[src/rtl/sobel_window_fetch.sv]
// Sobel window fetcher: reads a ROWS-tall column of SRAM words per window and holds it for the consumer.
// Optional macro SOBEL_EDGE_FLAG_EN adds win_edge[1:0] (bit0: first column, bit1: last column).
module sobel_window_fetch #(
    parameter int unsigned DATA_W    = 64,
    parameter int unsigned ADDR_W    = 20,
    parameter int unsigned ROWS      = 4,
    parameter int unsigned COLS      = 256,
    parameter int unsigned IMG_ROWS  = 256,
    parameter int unsigned BASE_ADDR = 0,
    localparam int unsigned COL_W    = (COLS > 1) ? $clog2(COLS) : 1,
    localparam int unsigned ROW_W    = (IMG_ROWS > 1) ? $clog2(IMG_ROWS) : 1
) (
    input  logic                   clk,
    input  logic                   reset,
    input  logic                   startEn,
    output logic                   rd_en,
    output logic [ADDR_W-1:0]      rd_addr,
    input  logic [DATA_W-1:0]      rd_data,
    output logic [ROWS*DATA_W-1:0] win_data,
    output logic                   win_valid,
    input  logic                   win_ready,
    output logic [COL_W-1:0]       win_col,
    output logic [ROW_W-1:0]       win_row,
`ifdef SOBEL_EDGE_FLAG_EN
    output logic [1:0]             win_edge,
`endif
    output logic                   busy,
    output logic                   done
);

    localparam int unsigned IDX_W = $clog2(ROWS);
    localparam logic [COL_W-1:0] COL_LAST = COL_W'(COLS - 1);
    localparam logic [ROW_W-1:0] ROW_LAST = ROW_W'(IMG_ROWS - 1);
    localparam logic [ROW_W-1:0] ROW_FIRST = ROW_W'(ROWS - 1);
    localparam logic [IDX_W-1:0] IDX_LAST = IDX_W'(ROWS - 1);

    typedef enum logic [1:0] {S_IDLE, S_FETCH, S_HOLD, S_DONE} state_t;

    state_t                   state_q, state_d;
    logic                     rd_en_q, rd_en_d;
    logic [ADDR_W-1:0]        rd_addr_q, rd_addr_d;
    logic [IDX_W-1:0]         rd_idx_q, rd_idx_d;
    logic                     pend_q, pend_d;
    logic [IDX_W-1:0]         pend_idx_q, pend_idx_d;
    logic [ROWS*DATA_W-1:0]   win_data_q, win_data_d;
    logic                     win_valid_q, win_valid_d;
    logic [COL_W-1:0]         col_q, col_d;
    logic [ROW_W-1:0]         row_q, row_d;
    logic                     busy_q, busy_d;
    logic                     done_q, done_d;
`ifdef SOBEL_EDGE_FLAG_EN
    logic [1:0]               edge_q, edge_d;
`endif

    // Word address of the bottom (newest) row of a window
    function automatic logic [ADDR_W-1:0] bottom_addr(input logic [ROW_W-1:0] r,
                                                      input logic [COL_W-1:0] c);
        return ADDR_W'(BASE_ADDR) + ADDR_W'(r) * ADDR_W'(COLS) + ADDR_W'(c);
    endfunction

    always_comb begin
        state_d     = state_q;
        rd_en_d     = rd_en_q;
        rd_addr_d   = rd_addr_q;
        rd_idx_d    = rd_idx_q;
        pend_d      = rd_en_q;
        pend_idx_d  = rd_idx_q;
        win_data_d  = win_data_q;
        win_valid_d = win_valid_q;
        col_d       = col_q;
        row_d       = row_q;
        busy_d      = busy_q;
        done_d      = 1'b0;
`ifdef SOBEL_EDGE_FLAG_EN
        edge_d      = edge_q;
`endif

        case (state_q)
            S_IDLE: begin
                if (startEn) begin
                    state_d   = S_FETCH;
                    row_d     = ROW_FIRST;
                    col_d     = '0;
                    busy_d    = 1'b1;
                    rd_en_d   = 1'b1;
                    rd_idx_d  = '0;
                    rd_addr_d = bottom_addr(ROW_FIRST, '0);
                end
            end

            S_FETCH: begin
                // Walk upward one row per cycle until ROWS reads are out
                if (rd_en_q) begin
                    if (rd_idx_q == IDX_LAST) begin
                        rd_en_d = 1'b0;
                    end else begin
                        rd_addr_d = rd_addr_q - ADDR_W'(COLS);
                        rd_idx_d  = rd_idx_q + IDX_W'(1);
                    end
                end
                if (pend_q) begin
                    for (int k = 0; k < int'(ROWS); k++) begin
                        if (pend_idx_q == IDX_W'(k)) begin
                            win_data_d[k*DATA_W +: DATA_W] = rd_data;
                        end
                    end
                    if (pend_idx_q == IDX_LAST) begin
                        state_d     = S_HOLD;
                        win_valid_d = 1'b1;
`ifdef SOBEL_EDGE_FLAG_EN
                        edge_d      = {col_q == COL_LAST, col_q == '0};
`endif
                    end
                end
            end

            S_HOLD: begin
                if (win_ready) begin
                    win_valid_d = 1'b0;
`ifdef SOBEL_EDGE_FLAG_EN
                    edge_d      = 2'b00;
`endif
                    if (col_q != COL_LAST) begin
                        col_d   = col_q + COL_W'(1);
                        state_d = S_FETCH;
                    end else if (row_q != ROW_LAST) begin
                        col_d   = '0;
                        row_d   = row_q + ROW_W'(1);
                        state_d = S_FETCH;
                    end else begin
                        state_d = S_DONE;
                        done_d  = 1'b1;
                        busy_d  = 1'b0;
                    end
                    if (state_d == S_FETCH) begin
                        rd_en_d   = 1'b1;
                        rd_idx_d  = '0;
                        rd_addr_d = bottom_addr(row_d, col_d);
                    end
                end
            end

            S_DONE: begin
                state_d = S_IDLE;
            end

            default: begin
                state_d = S_IDLE;
            end
        endcase
    end

    always_ff @(posedge clk or negedge reset) begin
        if (!reset) begin
            state_q     <= S_IDLE;
            rd_en_q     <= 1'b0;
            rd_addr_q   <= '0;
            rd_idx_q    <= '0;
            pend_q      <= 1'b0;
            pend_idx_q  <= '0;
            win_data_q  <= '0;
            win_valid_q <= 1'b0;
            col_q       <= '0;
            row_q       <= '0;
            busy_q      <= 1'b0;
            done_q      <= 1'b0;
`ifdef SOBEL_EDGE_FLAG_EN
            edge_q      <= 2'b00;
`endif
        end else begin
            state_q     <= state_d;
            rd_en_q     <= rd_en_d;
            rd_addr_q   <= rd_addr_d;
            rd_idx_q    <= rd_idx_d;
            pend_q      <= pend_d;
            pend_idx_q  <= pend_idx_d;
            win_data_q  <= win_data_d;
            win_valid_q <= win_valid_d;
            col_q       <= col_d;
            row_q       <= row_d;
            busy_q      <= busy_d;
            done_q      <= done_d;
`ifdef SOBEL_EDGE_FLAG_EN
            edge_q      <= edge_d;
`endif
        end
    end

    assign rd_en     = rd_en_q;
    assign rd_addr   = rd_addr_q;
    assign win_data  = win_data_q;
    assign win_valid = win_valid_q;
    assign win_col   = col_q;
    assign win_row   = row_q;
    assign busy      = busy_q;
    assign done      = done_q;
`ifdef SOBEL_EDGE_FLAG_EN
    assign win_edge  = edge_q;
`endif

endmodule

[config.mk]
export PLATFORM = sky130hd
export DESIGN_NAME = sobel_window_fetch
export DESIGN_NICKNAME = d
export VERILOG_FILES = /design/src/rtl/sobel_window_fetch.sv
export SDC_FILE = /design/constraint.sdc
export NUM_CORES = 1
export LEC_CHECK = 0
export CAP_MARGIN = 20
export CORE_MARGIN = 2
export CORE_UTILIZATION = 35
export DETAILED_ROUTE_END_ITERATION = 10
export PLACE_DENSITY_LB_ADDON = 0.3
export SYNTH_ARGS = -nofsm -noshare
export SYNTH_HDL_FRONTEND = slang
export SYNTH_SLANG_ARGS = --single-unit
export TNS_END_PERCENT = 1
[constraint.sdc]
create_clock -name clk -period 2.35 [get_ports clk]
set_input_delay 0.235 -clock clk [delete_from_list [all_inputs] [get_ports clk]]
set_output_delay 0.235 -clock clk [all_outputs]
set_load 0.01 [all_outputs]
Figure 1. Congestion heat map (run 1).
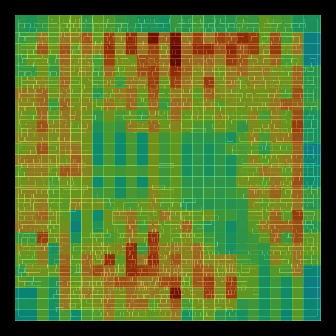
met3 Usage GRT: 0.0547
most used routing layer: met2
GRT Util Overall: 0.187

Figure 2. Sizing map (run 1).
Drawn at 2 px/um.
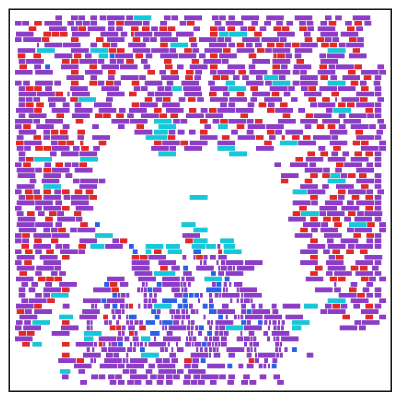
[drive 1 or less] purple | cells: 899
[drive 3 to 4] blue | cells: 46
[drive 6 and up] cyan | cells: 65
[drive 2] red | cells: 272
Non-CTS buffers: 414
setup ws final: 111 ps

Figure 3. Met3 routing (run 1).
Drawn at 2 px/um.
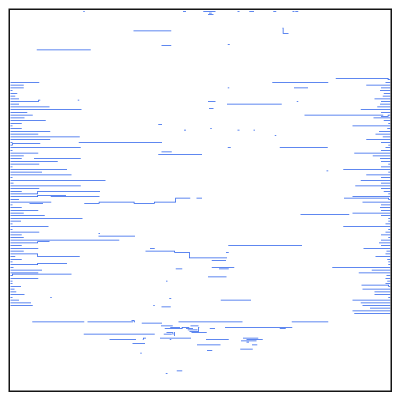
wire length on this layer: 2630 um
nets with wire on the layer: 221
longest straight run: 54.0 um
share of all routed wire: 7.6%
WL final: 34400 um
Via Count: 8625

==> flow_metrics.py, run 1 <==
# Generated from Yosys and OpenROAD reports
metrics = {
    "status": {
        "status": "finished, final reports clean",
    },
    "critical_path": {
        "cp.arrival_ps": 2640,
        "cp_slowest_stage_delay_ps": 510,
        "crit_start": "state_q[1]",
        "cp.depth": 7,
        "critPathBufInv": 2,
        "cp.required_ps": 2750,
        "crit_family": "simple AND/OR/NAND/NOR gates",
        "worst-setup-path-type": "reg2reg",
        "reg2reg_depth": 7,
        "crit_chain": "inv_1 > ha_1 > nor2b_1 > or2_0 > or4_4 > buf_4 > o41ai_1",
    },
    "power": {
        "p_per_area_mw_per_mm2": 1340,
        "clkPwrFrac": 0.229,
        "netSwitchingFraction": 0.309,
        "p_total_w": 0.0241,
        "internal_power_w": 0.0167,
        "pwr-share-seq": 0.352,
        "pg_clk_w": 0.00551,
        "power.leakage_nw": 7.56,
        "power_switching_w": 0.00744,
        "seq_cell_power_w": 0.00847,
        "vdd_drop_max_mv": 0.845,
        "comb_power_share": 0.420,
        "p_comb_w": 0.0101,
    },
    "global_routing": {
        "grt_pass1_wl_um": 52900,
        "antenna_found_initial": 0,
        "grt_max_degree": 72,
        "use_met1": 0.227,
        "grt.overflow.total": 0,
    },
    "placed_design": {
        "placed_cells": 1673,
        "port-buffer-count": 363,
        "dp_slack_ps": 31.9,
        "dp_hpwl_um": 24100,
        "placed_cell_area_sq_mm": 0.0167,
    },
    "synth": {
        "async_reset_ff_frac": 1.00,
        "ys_ff": 303,
        "synthAoiAreaFrac": 0.0447,
        "ys_warn_count": 0,
        "simple_gate_area_frac": 0.0583,
        "yosys_area_sq_mm": 0.0121,
        "fp_nets": 924,
        "synth_area_leader_cell": "dfrtp_1",
        "syn-cell-area_sq_mm": 0.0121,
        "yosysCellCount": 847,
        "yosysSeqAreaShare": 0.625,
        "synth_cells": 847,
        "adder_share": 0.00928,
        "syn_avg_cell_area_sq_um": 14.3,
        "logic_family": "multiplexers",
        "top_cell": "dfrtp_1",
        "area_leaders": "dfrtp_1 (62%), mux2_2 (24%), o21ai_0 (1.5%)",
        "top_area_frac": 0.625,
    },
    "job": {
        "cap_viol_max_count": 0,
        "tool_warnings": 31,
    },
    "clocking": {
        "root_buffer": "clkbuf_16",
        "tritoncts": "yes",
        "hold_buffers": 1,
        "insertion_delay_ps": 510,
        "cts_setup_buffers": 0,
        "htreeDepth": 2,
        "cts_buffer_depth": 3,
        "cts_sinks": 303,
        "numCtsBuffers": 35,
    },
    "final_layout": {
        "seq_cells": 303,
        "seq_share": 0.423,
        "final_core_utilization": 0.522,
        "antenna_cells": 0,
        "nMultiInputCombCells": 494,
        "comb_area_frac": 0.244,
        "layout.nets": 1335,
        "buf_share": 0.233,
        "fill_cells": 2984,
        "largest_register_ffs": 256,
        "clkbuf_count": 52,
        "area_dominant_class": "registers",
        "instances_no_fill": 1737,
        "post-route-cell-area_sq_mm": 0.0179,
        "lay_top_cells": "clkdlybuf4s50_1 (362), dfrtp_1 (303), mux2_2 (258)",
        "clk_share": 0.0660,
        "nNonClkInverters": 10,
        "final_common_cell": "clkdlybuf4s50_1",
        "area_delta_synth_final_pct": 47.7,
    },
    "timing": {
        "hold_viol": 0,
        "fmax_mhz": 447,
        "worst_pin_slew_ps": 652,
        "finalSetupViolCount": 0,
        "period_needed_ps": 2240,
        "finalMaxSlewViolations": 0,
        "finalSetupTns_ps": 0,
        "rsz0062_at_grt": "yes",
        "finClkSkew_ps": 16.5,
        "finalCritPeriodShare": 0.953,
    },
    "worst_hold_path": {
        "hold_path_class": "in2async",
    },
    "floorplan": {
        "core_region_area_sq_mm": 0.0344,
        "taps": 455,
        "fp.dieW_um": 190,
        "dieArea_sq_mm": 0.0362,
        "num_rows": 68,
        "ioPinCount": 364,
        "fp_util": 0.353,
    },
    "detailed_routing": {
        "route.detailed.drc": 0,
        "dr_wl_met2_um": 16600,
        "wl_per_cell_um": 19.8,
        "wl_met1_um": 14100,
        "routed-wl-met3_um": 2630,
    },
}
Figure 4. Cells colored by class (run 1).
Drawn at 2 px/um. Fill, decap, tap and diode cells in gray.
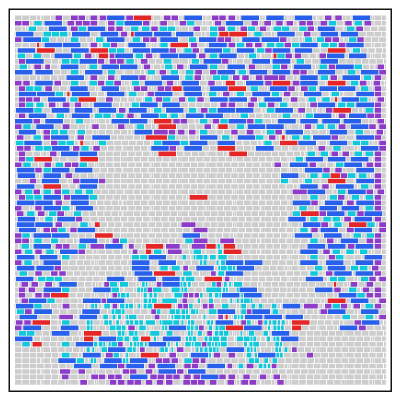

==> run 2: changes to the inputs <==
--- a/config.mk
+++ b/config.mk
@@ -9,6 +9,7 @@
 export CORE_MARGIN = 2
 export CORE_UTILIZATION = 35
 export DETAILED_ROUTE_END_ITERATION = 10
+export GPL_TIMING_DRIVEN = 0
 export PLACE_DENSITY_LB_ADDON = 0.3
 export SYNTH_ARGS = -nofsm -noshare
 export SYNTH_HDL_FRONTEND = slang
Figure 5. Cells colored by class (run 2).
Drawn at 2 px/um. Fill, decap, tap and diode cells in gray.
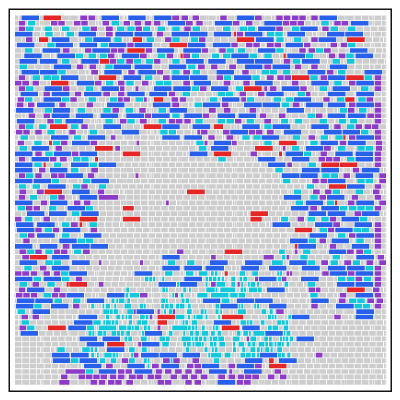
[other buffers and delay cells] purple | cells: 409
[flip-flops] blue | cells: 303
[clock drivers and dummy loads] red | cells: 59
[all other logic] cyan | cells: 504
sequential share of cell area: 0.429
core area: 0.0344 sq mm

==> flow_metrics.py, run 2 <==
# Generated from Yosys and OpenROAD reports
metrics = {
    "power": {
        "seq_cell_power_w": 0.00847,
        "p_per_area_mw_per_mm2": 1340,
        "internal_power_w": 0.0162,
        "power.leakage_nw": 7.38,
        "netSwitchingFraction": 0.315,
        "pwr-share-seq": 0.357,
        "clkPwrFrac": 0.219,
        "pg_clk_w": 0.00519,
        "power_switching_w": 0.00746,
        "comb_power_share": 0.424,
        "p_total_w": 0.0237,
        "vdd_drop_max_mv": 0.780,
    },
    "synth": {
        "area_leaders": "dfrtp_1 (62%), mux2_2 (24%), o21ai_0 (1.5%)",
        "adder_share": 0.00928,
        "simple_gate_area_frac": 0.0583,
        "syn-cell-area_sq_mm": 0.0121,
        "logic_family": "multiplexers",
        "syn_avg_cell_area_sq_um": 14.3,
        "synthAoiAreaFrac": 0.0447,
        "synth_cells": 847,
        "top_cell": "dfrtp_1",
        "yosysCellCount": 847,
        "top_area_frac": 0.625,
        "synth_area_leader_cell": "dfrtp_1",
        "yosysSeqAreaShare": 0.625,
        "yosys_area_sq_mm": 0.0121,
        "async_reset_ff_frac": 1.00,
        "ys_ff": 303,
        "ys_warn_count": 0,
        "fp_nets": 924,
    },
    "global_routing": {
        "grt_pass1_wl_um": 52800,
        "grt_max_degree": 104,
        "grt.overflow.total": 0,
        "grtUsageMet3": 0.0530,
        "grt-busiest-layer": "met2",
        "grt.total_usage": 0.187,
        "use_met1": 0.243,
        "antenna_found_initial": 1,
    },
    "final_layout": {
        "buf_share": 0.224,
        "area_dominant_class": "registers",
        "final_core_utilization": 0.515,
        "largest_register_ffs": 256,
        "buffers_excl_clock": 409,
        "seq_cells": 303,
        "comb_area_sq_mm": 0.00442,
        "antenna_cells": 1,
        "instances_no_fill": 1731,
        "layout.nets": 1330,
        "comb_area_frac": 0.250,
        "fill_cells": 2996,
        "area_delta_synth_final_pct": 45.7,
        "lay_top_cells": "clkdlybuf4s50_1 (362), dfrtp_1 (300), mux2_2 (258)",
        "post-route-cell-area_sq_mm": 0.0177,
        "drive_gt1_frac": 0.297,
        "final_common_cell": "clkdlybuf4s50_1",
        "clkbuf_count": 49,
        "nMultiInputCombCells": 494,
    },
    "timing": {
        "fmax_mhz": 435,
        "finalMaxSlewViolations": 0,
        "finalCritPeriodShare": 0.978,
        "period_needed_ps": 2300,
        "hold_viol": 0,
        "finalSetupTns_ps": 0,
        "rsz0062_at_grt": "yes",
        "finalSetupViolCount": 0,
        "setup_ws_ps": 52.1,
        "worst_pin_slew_ps": 836,
        "finClkSkew_ps": 12.0,
    },
    "floorplan": {
        "taps": 455,
        "fp_util": 0.353,
        "fp.dieW_um": 190,
        "num_rows": 68,
    },
    "critical_path": {
        "cp.depth": 7,
        "cp_slowest_stage_delay_ps": 530,
        "cp.arrival_ps": 2680,
        "crit_family": "simple AND/OR/NAND/NOR gates",
        "crit_chain": "inv_2 > ha_2 > nor2b_1 > or2_0 > buf_2 > nor2_1 > mux2_2",
        "cp.required_ps": 2740,
        "crit_start": "state_q[0]",
        "reg2reg_depth": 7,
        "reg2reg_slack_ps": 50,
        "worst-setup-path-type": "reg2reg",
        "r2r-end": "win_col[1]",
        "critPathBufInv": 2,
    },
    "placed_design": {
        "dp_hpwl_um": 24400,
        "dp_slack_ps": -799,
        "placed_cells": 1668,
        "placed_cell_area_sq_mm": 0.0164,
    },
    "job": {
        "tool_warnings": 36,
        "cap_viol_max_count": 0,
    },
    "clocking": {
        "htreeDepth": 2,
        "root_buffer": "clkbuf_16",
        "tritoncts": "yes",
        "cts_buffer_depth": 3,
        "cts_setup_buffers": 0,
        "hold_buffers": 1,
        "numCtsBuffers": 35,
        "cts_sinks": 303,
    },
    "detailed_routing": {
        "wl_met1_um": 14100,
        "num_vias": 8517,
        "route.detailed.drc": 0,
        "routed-wl-met3_um": 2790,
        "firstDrtPassIters": 5,
        "routed_wl_um": 34200,
        "wl_per_cell_um": 19.7,
    },
    "status": {
        "status": "finished, final reports clean",
    },
}
Figure 6. Gate families picked out (run 2).
Drawn at 2 px/um.
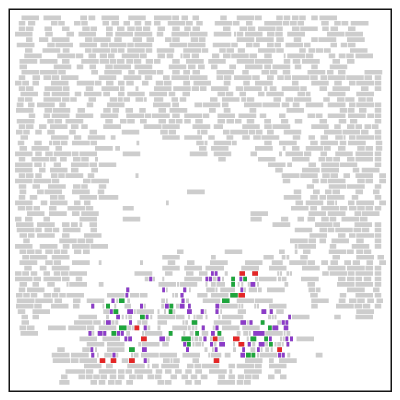

==> run 3: changes to the inputs <==
--- a/config.mk
+++ b/config.mk
@@ -5,12 +5,15 @@
 export SDC_FILE = /design/constraint.sdc
 export NUM_CORES = 1
 export LEC_CHECK = 0
-export CAP_MARGIN = 20
+export CAP_MARGIN = 5
+export CELL_PAD_IN_SITES_DETAIL_PLACEMENT = 2
+export CELL_PAD_IN_SITES_GLOBAL_PLACEMENT = 2
 export CORE_MARGIN = 2
-export CORE_UTILIZATION = 35
+export CORE_UTILIZATION = 28
 export DETAILED_ROUTE_END_ITERATION = 10
 export GPL_TIMING_DRIVEN = 0
 export PLACE_DENSITY_LB_ADDON = 0.3
+export SKIP_CTS_REPAIR_TIMING = 1
 export SYNTH_ARGS = -nofsm -noshare
 export SYNTH_HDL_FRONTEND = slang
 export SYNTH_SLANG_ARGS = --single-unit
Figure 7. Gate families picked out (run 3).
Drawn at 2 px/um.
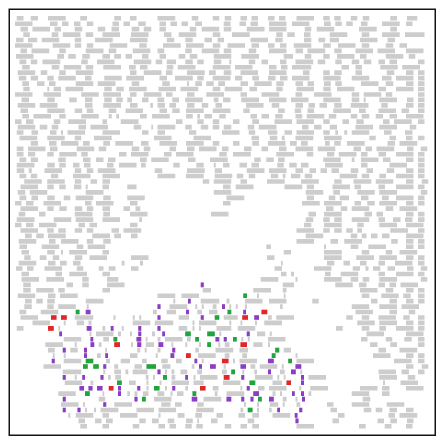
[inverting AOI/OAI gates] purple | cells: 75 | most used: o21ai_0
[AND-OR and OR-AND gates] red | cells: 13 | most used: a22o_1
[AND and OR gates] green | cells: 27 | most used: or3_1
most used logic cell in the final layout: clkdlybuf4s50_1
Comb area share: 0.247
Non-Filler Instances: 1872

==> flow_metrics.py, run 3 <==
# Generated from Yosys and OpenROAD reports
metrics = {
    "synth": {
        "xor_area_frac": 0.00289,
        "async_reset_ff_frac": 1.00,
        "logic_family": "multiplexers",
        "ys_ff": 303,
        "synthAoiAreaFrac": 0.0447,
        "synth_cells": 847,
        "ys.flop_type": "dfrtp_1",
        "fp_nets": 924,
        "top_cell": "dfrtp_1",
        "area_leaders": "dfrtp_1 (62%), mux2_2 (24%), o21ai_0 (1.5%)",
        "top_area_frac": 0.625,
        "yosysSeqAreaShare": 0.625,
        "syn-cell-area_sq_mm": 0.0121,
        "yosysCellCount": 847,
        "syn_avg_cell_area_sq_um": 14.3,
        "adder_share": 0.00928,
        "yosys_area_sq_mm": 0.0121,
        "synth_area_leader_cell": "dfrtp_1",
        "simple_gate_area_frac": 0.0583,
        "ys_warn_count": 0,
    },
    "clocking": {
        "htreeDepth": 2,
        "cts_sinks": 303,
        "insertion_delay_ps": 540,
        "numCtsBuffers": 36,
        "root_buffer": "clkbuf_16",
        "cts_buffer_depth": 3,
        "tritoncts": "yes",
    },
    "detailed_routing": {
        "drt_first_iter_violations": 380,
        "top_layer_used": "met4",
        "wl_per_cell_um": 22.1,
        "routed-wl-met3_um": 2930,
        "firstDrtPassIters": 4,
        "ant_nets": 0,
        "wl_met1_um": 16600,
        "routed_wl_um": 41400,
        "dr_wl_met2_um": 20500,
        "route.detailed.drc": 0,
        "num_vias": 8696,
    },
    "placed_design": {
        "placed_cells": 1798,
        "placed_cell_area_sq_mm": 0.0166,
        "port-buffer-count": 363,
        "dp_slack_ps": -987,
        "dp_hpwl_um": 29700,
    },
    "global_routing": {
        "use_met1": 0.217,
        "grt_pass1_vias": 9768,
        "grt_pass1_wl_um": 62000,
        "grt-busiest-layer": "met2",
        "grt_max_degree": 109,
        "antenna_found_initial": 2,
        "grt.total_usage": 0.183,
        "grtUsageMet3": 0.0558,
        "grt.overflow.total": 0,
    },
    "power": {
        "power_switching_w": 0.00796,
        "seq_cell_power_w": 0.00856,
        "p_per_area_mw_per_mm2": 1360,
        "comb_power_share": 0.426,
        "clkPwrFrac": 0.224,
        "p_comb_w": 0.0104,
        "pg_clk_w": 0.00547,
        "netSwitchingFraction": 0.326,
        "vdd_drop_max_mv": 0.741,
        "p_total_w": 0.0244,
        "power.leakage_nw": 7.44,
        "pwr-share-seq": 0.350,
        "internal_power_w": 0.0165,
    },
    "critical_path": {
        "worst-setup-path-type": "reg2reg",
        "reg2reg_depth": 9,
        "critPathBufInv": 3,
        "cp.required_ps": 2740,
        "r2r-end": "rd_addr[10]",
        "critPathSlowestCell": "or4_4",
        "crit_start": "win_row[0]",
        "cp.depth": 9,
        "cp.arrival_ps": 2780,
        "cp_slowest_stage_delay_ps": 560,
        "reg2reg_slack_ps": -30,
        "crit_path_end": "rd_addr[10]",
        "crit_family": "simple AND/OR/NAND/NOR gates",
        "timing.rr.start": "win_row[0]",
        "crit_chain": "ha_1 > nand3_1 > nor4_4 > buf_4 > buf_12 > or4_4 > buf_6 > o21ai_0 > o221ai_1",
        "critPathLaunchType": "register",
    },
    "final_layout": {
        "buffers_excl_clock": 415,
        "nMultiInputCombCells": 494,
        "drive_gt1_frac": 0.301,
        "layout.nets": 1337,
        "lay_top_cells": "clkdlybuf4s50_1 (362), dfrtp_1 (299), mux2_2 (258)",
        "regArea_sq_mm": 0.00759,
        "clkbuf_count": 61,
        "clk_share": 0.0642,
        "antenna_cells": 1,
        "seq_cells": 303,
        "buf_share": 0.224,
        "nNonClkInverters": 10,
        "fill_cells": 4305,
        "seq_share": 0.422,
        "comb_area_sq_mm": 0.00444,
        "final_core_utilization": 0.418,
        "area_delta_synth_final_pct": 48.1,
        "area_dominant_class": "registers",
        "largest_register_ffs": 256,
        "post-route-cell-area_sq_mm": 0.0180,
    },
    "job": {
        "tool_warnings": 35,
        "cap_viol_max_count": 0,
    },
    "floorplan": {
        "dieArea_sq_mm": 0.0450,
        "die_height_um": 212,
        "fp.dieW_um": 212,
        "ioPinCount": 364,
        "taps": 585,
        "num_rows": 76,
        "core_region_area_sq_mm": 0.0430,
        "fp_util": 0.282,
    },
    "timing": {
        "fmax_mhz": 419,
        "rsz0062_at_grt": "yes",
        "finalCritPeriodShare": 1.01,
        "finClkSkew_ps": 19.6,
        "period_needed_ps": 2380,
        "worst_pin_slew_ps": 778,
        "finalSetupTns_ps": -62.5,
        "hold_viol": 0,
        "finalMaxSlewViolations": 0,
        "setup_ws_ps": -34.7,
        "finalSetupViolCount": 3,
    },
    "status": {
        "violations": "negative setup slack",
        "status": "finished with violations",
    },
    "worst_hold_path": {
        "hold_path_class": "in2async",
    },
}
No activity file was given, so power comes from the tool's default toggle rates.
